Design alu_req_arbiter, sky130hd; sources not shown.
==> run_1/clock_map.png <==
The bar under the picture is 50 microns long.
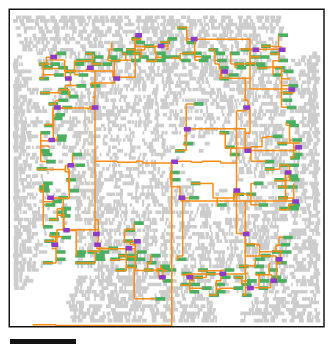
[green] flip-flops | count: 205
[purple] cells driving clock nets | count: 38
[orange] clock wires | length: 3630 microns
flops lie	spread over the die
routed clock nets	39
clock insertion delay at the later pin of the skew report: 0.63 ns
part of the total power dissipated in the clock network: 10.5%
Post-Route Skew: 0.0490 ns
P_clk: 1.36 mW

==> run_1/gate_families.png <==
The bar under the picture is 50 microns long.
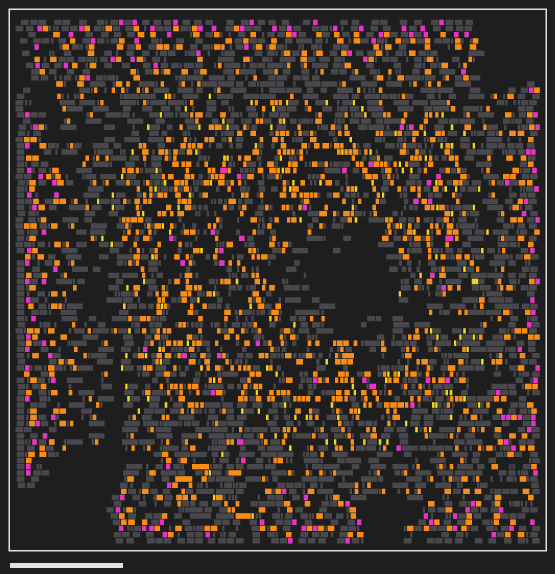
color	family	cells	most used
magenta	AND and OR gates	164	and2_1
orange	inverting AOI/OAI gates	1026	a21oi_1
yellow	inverters	153	inv_1
number of standard cells in the layout, taps in and fillers out: 4235
most used logic cell in the final layout: sky130_fd_sc_hd__clkdlybuf4s50_1
share of the final layout cell area in multi-input gates: 54.6%

==> run_1/cell_classes.png <==
The bar under the picture is 50 microns long.
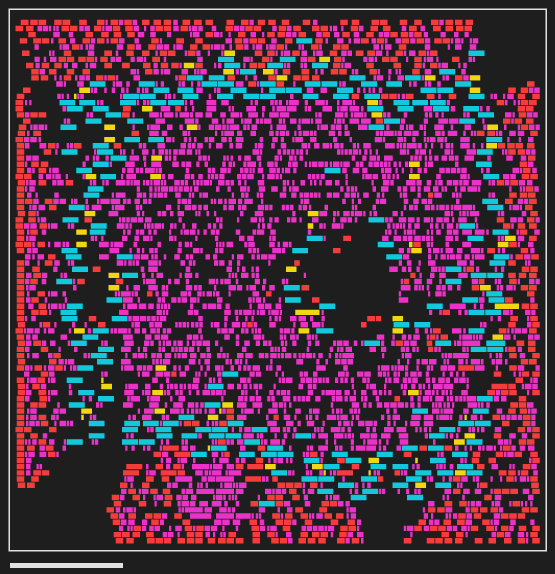
color	class	cells
red	other buffers and delay cells	630
magenta	all other logic	2636
cyan	flops	205
yellow	clock drivers and dummy loads	67
Seq area share: 14.6%
total non-filler cell area in the finished layout: 0.0281 sq mm
final standard cell utilization of the core: 52.6%

==> run_1/final_clocks.png <==
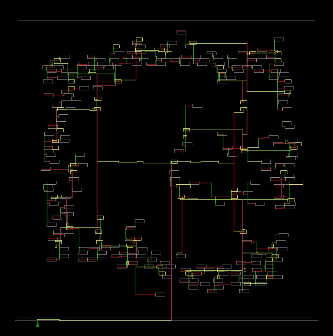
clock buffers: 54
number of sequential storage elements: 205

==> run summary, run 1 <==
The full implementation flow was run.

In the synthesized netlist the dominant register cell turns out to be sky130_fd_sc_hd__dfxtp_1. The first-pass iteration count of the detailed router stands at 6. The synthesized netlist was found by Yosys to have 3097 cells. The combinational share of power stands at 74.2%. STA shows the worst reg2reg path with a cell count of 13.

The total of endpoints with negative setup slack in the final report stands at 0. The ratio of cells with drive above 1 in the final layout stands at 3.96%. Counting flops with a built-in enable in the synthesized netlist gives 0.

The clock transition at the register clock pins on the worst setup and hold paths after CTS stands at 0.05 ns. The flop and latch count out of synthesis stands at 205. Sorting the synthesized cells by area gives the leading types as sky130_fd_sc_hd__dfxtp_1 20%, sky130_fd_sc_hd__a21oi_1 8.6%, sky130_fd_sc_hd__nand2_1 8.2%.

The chip occupies 0.0562 sq mm. Setup slack on the worst reg-to-reg path comes out at 1.99 ns. The flow ran to the end, and the final reports show no timing, DRC or antenna violations. The worst hold path belongs to the class reg2reg.

Per the CTS log, the root buffer master is sky130_fd_sc_hd__clkbuf_8. Entering global routing, the biggest net connects 131 pins. The post-synthesis chip area from yosys stands at 0.0210 sq mm.

The largest share of the power goes to combinational logic. The proportion of power drawn by flip-flops and latches stands at 15.3%. Once detail routing completed, the nets flagged for antenna violations numbered 0.

The maximum fanout encountered on the critical timing path stands at 9. For reference, the post-synthesis area per instance comes to 6.78 sq um. From bottom edge to top edge, the die measures 238 microns.

The routed design shows a wire length per standard cell of 19.9 microns. The wire length of the first global-routing pass stands at 130000 microns. Per the TritonCTS log, the buffer count is 38. The total global-route track usage stands at 28.5%.

The global route stage reports its total congestion overflow as 0. Per the OpenROAD power report, switching power amounts to 6.95 mW. Setup repair after global routing left no endpoint under its margin. The pin closest to its max-slew limit shows a slew of 1.06 ns.

The post-DP HPWL stands at 62200 microns. The cell area after placement stands at 0.0273 sq mm. Dividing the final minimum period by the clock period gives 96.9%. The count of routing violations after the opening detailed-route iteration stands at 1905. The power density normalized to cell area stands at 460 mW/mm^2. The gate count after technology mapping stands at 3097. The report counts max-capacitance violations totalling 0.

The overall power consumption stands at 12.9 mW. Adding up every negative setup slack in the final design gives 0 ns. The worst setup path is of the in2out kind. The DRC violation total left in the routed layout is recorded as 0. The power in sequential cells stands at 1.98 mW. Across all hold checks on the routed design, the worst slack comes to 0.444 ns.

The row count stands at 85. The cell type that accounts for the most area after synthesis is sky130_fd_sc_hd__dfxtp_1.
-- run 1: worst max-delay path: stages --
cell                              delay [ns]
sky130_fd_sc_hd__clkdlybuf4s50_1        0.58
sky130_fd_sc_hd__mux2i_1                0.18
sky130_fd_sc_hd__mux2i_4                0.35
sky130_fd_sc_hd__mux2i_1                0.42
sky130_fd_sc_hd__mux2i_1                0.18
sky130_fd_sc_hd__mux4_2                 0.50
sky130_fd_sc_hd__a21oi_2                0.19
sky130_fd_sc_hd__a21oi_1                0.11
sky130_fd_sc_hd__mux4_2                 0.47
sky130_fd_sc_hd__o21bai_4               0.19
sky130_fd_sc_hd__mux2i_1                0.16
sky130_fd_sc_hd__nor2_1                 0.05
sky130_fd_sc_hd__clkdlybuf4s50_1        0.44
-- run 1: routing by layer --
| metal | share of wire (%) | vias to the layer above | global-route usage, % |
|---|---|---|---|
| li1 | - | 12021 | - |
| met1 | 44 | 11517 | 37.5 |
| met2 | 45 | 1003 | 46.6 |
| met3 | 8.1 | 145 | 5.66 |
| met4 | 2.8 | 0 | 9.25 |
| met5 | 0 | - | 0 |
-- run 1: logic make-up after synthesis --
family,Yosys count,share of synthesized area [%]
compound gates,1107,35.0
xor+xnor,56,2.34
fa+ha+maj,134,8.06
buf+inv,409,7.54
flops,205,19.6
mux,68,3.74
simple gates,1118,23.8
-- run 1: final cells by class --
type	instances	area [sq um]
Fill cell	5356	25400
Clock buffer	54	743
Multi-Input combinational cell	2483	15400
Inverter	153	579
Timing Repair Buffer	630	6350
Antenna cell	1	2.50
Tap cell	696	871
Sequential cell	205	4110
Clock inverter	13	106
--- run 2 (diff from run 1) ---
--- a/config.mk
+++ b/config.mk
@@ -5,6 +5,7 @@
 export SDC_FILE = /design/constraint.sdc
 export NUM_CORES = 1
 export LEC_CHECK = 0
+export CAP_MARGIN = 20
 export CORE_AREA = 2 2 234 236
 export CTS_BUF_LIST = sky130_fd_sc_hd__clkbuf_8
 export DETAILED_ROUTE_END_ITERATION = 12
==> run_2/gate_families.png <==
The bar under the picture is 50 microns long.
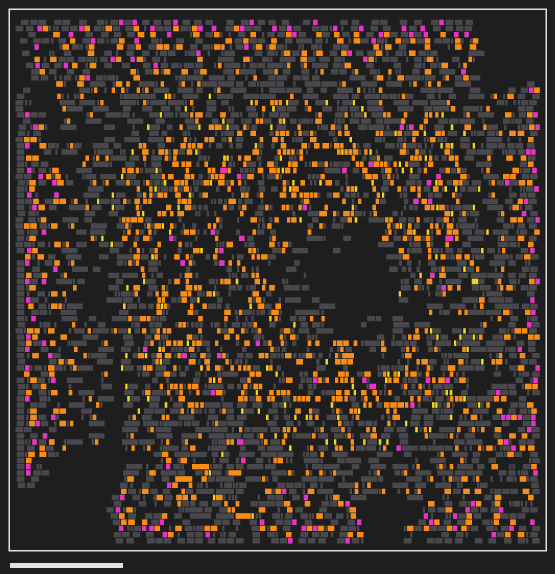
color	family	cells	most used
magenta	AND and OR gates	164	and2_1
yellow	inverters	153	inv_1
orange	inverting AOI/OAI gates	1026	a21oi_1

==> run 2 against run 1 <==
Compared with the run above:
- area after synthesis unchanged
- critical path depth unchanged
- final area unchanged
- sequential share of layout area unchanged
- clock-buffer cell count unchanged
- worst hold slack unchanged
- synthesized cell count unchanged
- via count unchanged
- global-route usage unchanged
- sequential cell count unchanged
- setup slack unchanged
- largest power group unchanged
- highest routed layer unchanged
==> run summary, run 2 <==
The full implementation flow was run.

The area fraction in full adders, half adders and majority gates stands at 8.06% (unchanged). The post-layout instance area stands at 0.0281 sq mm (unchanged). Status: finished clean (unchanged).

The worst clock skew stands at 0.0490 ns (unchanged). The total of endpoints with negative setup slack in the final report stands at 0 (unchanged). The number of remaining DRC errors stands at 0 (unchanged). The met1 capacity usage during global routing was 37.5% (unchanged). The global-route layer with the greatest usage is met2 (unchanged).

The clock share of power was 10.5% (about the same). The total net switching power was 6.95 mW (unchanged). The clock transition at the register clock pins on the worst setup and hold paths after CTS came to 0.05 ns (about the same). The cell type with the highest aggregate area in the netlist is sky130_fd_sc_hd__dfxtp_1 (unchanged). The root buffer selected by CTS is sky130_fd_sc_hd__clkbuf_8 (unchanged).

The area fraction in mux cells stands at 3.74% (unchanged). The proportion of power drawn by flip-flops and latches stands at 15.3% (about the same). The number of flops mapped to enable cells by yosys stands at 0 (unchanged).

The biggest power consumer among the groups is combinational logic (unchanged). The wire length of the first global-routing pass stands at 130000 microns (unchanged). The met2 track demand over resource in global routing is 46.6% (unchanged). The synthesized-area fraction occupied by ao, oa, aoi and oai cells came to 35.0% (unchanged).

The final global-route overflow total stands at 0 (unchanged). The area fraction in and, or, nand and nor cells stands at 23.8% (unchanged). The xor/xnor cell area share of the yosys netlist came to 2.34% (unchanged).

The total cells reported by yosys after synthesis stands at 3097 (unchanged). The power in sequential cells stands at 1.98 mW (about the same). The path class of the lowest-slack min-delay path is reg2reg (unchanged).

The gate count after technology mapping stands at 3097 (unchanged). The final antenna-violating net count stands at 0 (unchanged).
==> run_2/final_clocks.png <==
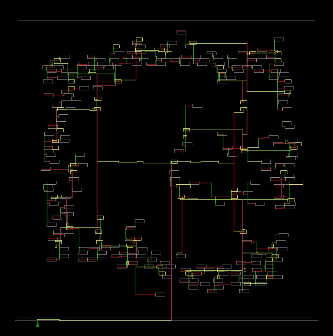
total CTS buffers: 38
number of sinks on the clock net: 205

run 2: cell counts after synthesis:
No cell type changed its count.
run 2: cells by family (layout without fill, tap and decap cells):
group / Yosys count / count (layout)
multiplexers: 68 / 68
other: 0 / 1
buffers and inverters: 409 / 850
adder cells (fa/ha/maj): 134 / 134
AND-OR/OR-AND: 1107 / 1107
AND/OR/NAND/NOR: 1118 / 1118
flip-flops: 205 / 205
XOR/XNOR: 56 / 56
run 2: critical path, stage by stage:
cell and delay, ns:
sky130_fd_sc_hd__clkdlybuf4s50_1 0.58, sky130_fd_sc_hd__mux2i_1 0.18, sky130_fd_sc_hd__mux2i_4 0.35, sky130_fd_sc_hd__mux2i_1 0.42, sky130_fd_sc_hd__mux2i_1 0.18, sky130_fd_sc_hd__mux4_2 0.50, sky130_fd_sc_hd__a21oi_2 0.19, sky130_fd_sc_hd__a21oi_1 0.11
sky130_fd_sc_hd__mux4_2 0.47, sky130_fd_sc_hd__o21bai_4 0.19, sky130_fd_sc_hd__mux2i_1 0.16, sky130_fd_sc_hd__nor2_1 0.05, sky130_fd_sc_hd__clkdlybuf4s50_1 0.44
run 2: area by class of cell:
cell class,count,area (sq um),area share (%)
Tap cell,696,871,3.10
Timing Repair Buffer,630,6350,22.6
Inverter,153,579,2.06
Sequential cell,205,4110,14.6
Clock buffer,54,743,2.64
Antenna cell,1,2.50,0.00890
Multi-Input combinational cell,2483,15400,54.6
Clock inverter,13,106,0.378
run 2: through the flow:
step	setup WS [ns]	instances
after global routing	0.0756	4235
after CTS	0.276	4234
after detailed placement	0.310	4167
after floorplan	1.62	3097
after global placement	0.389	4167
final	0.209	4235
Power figures rest on the tool's default switching activity, not on a simulated workload.
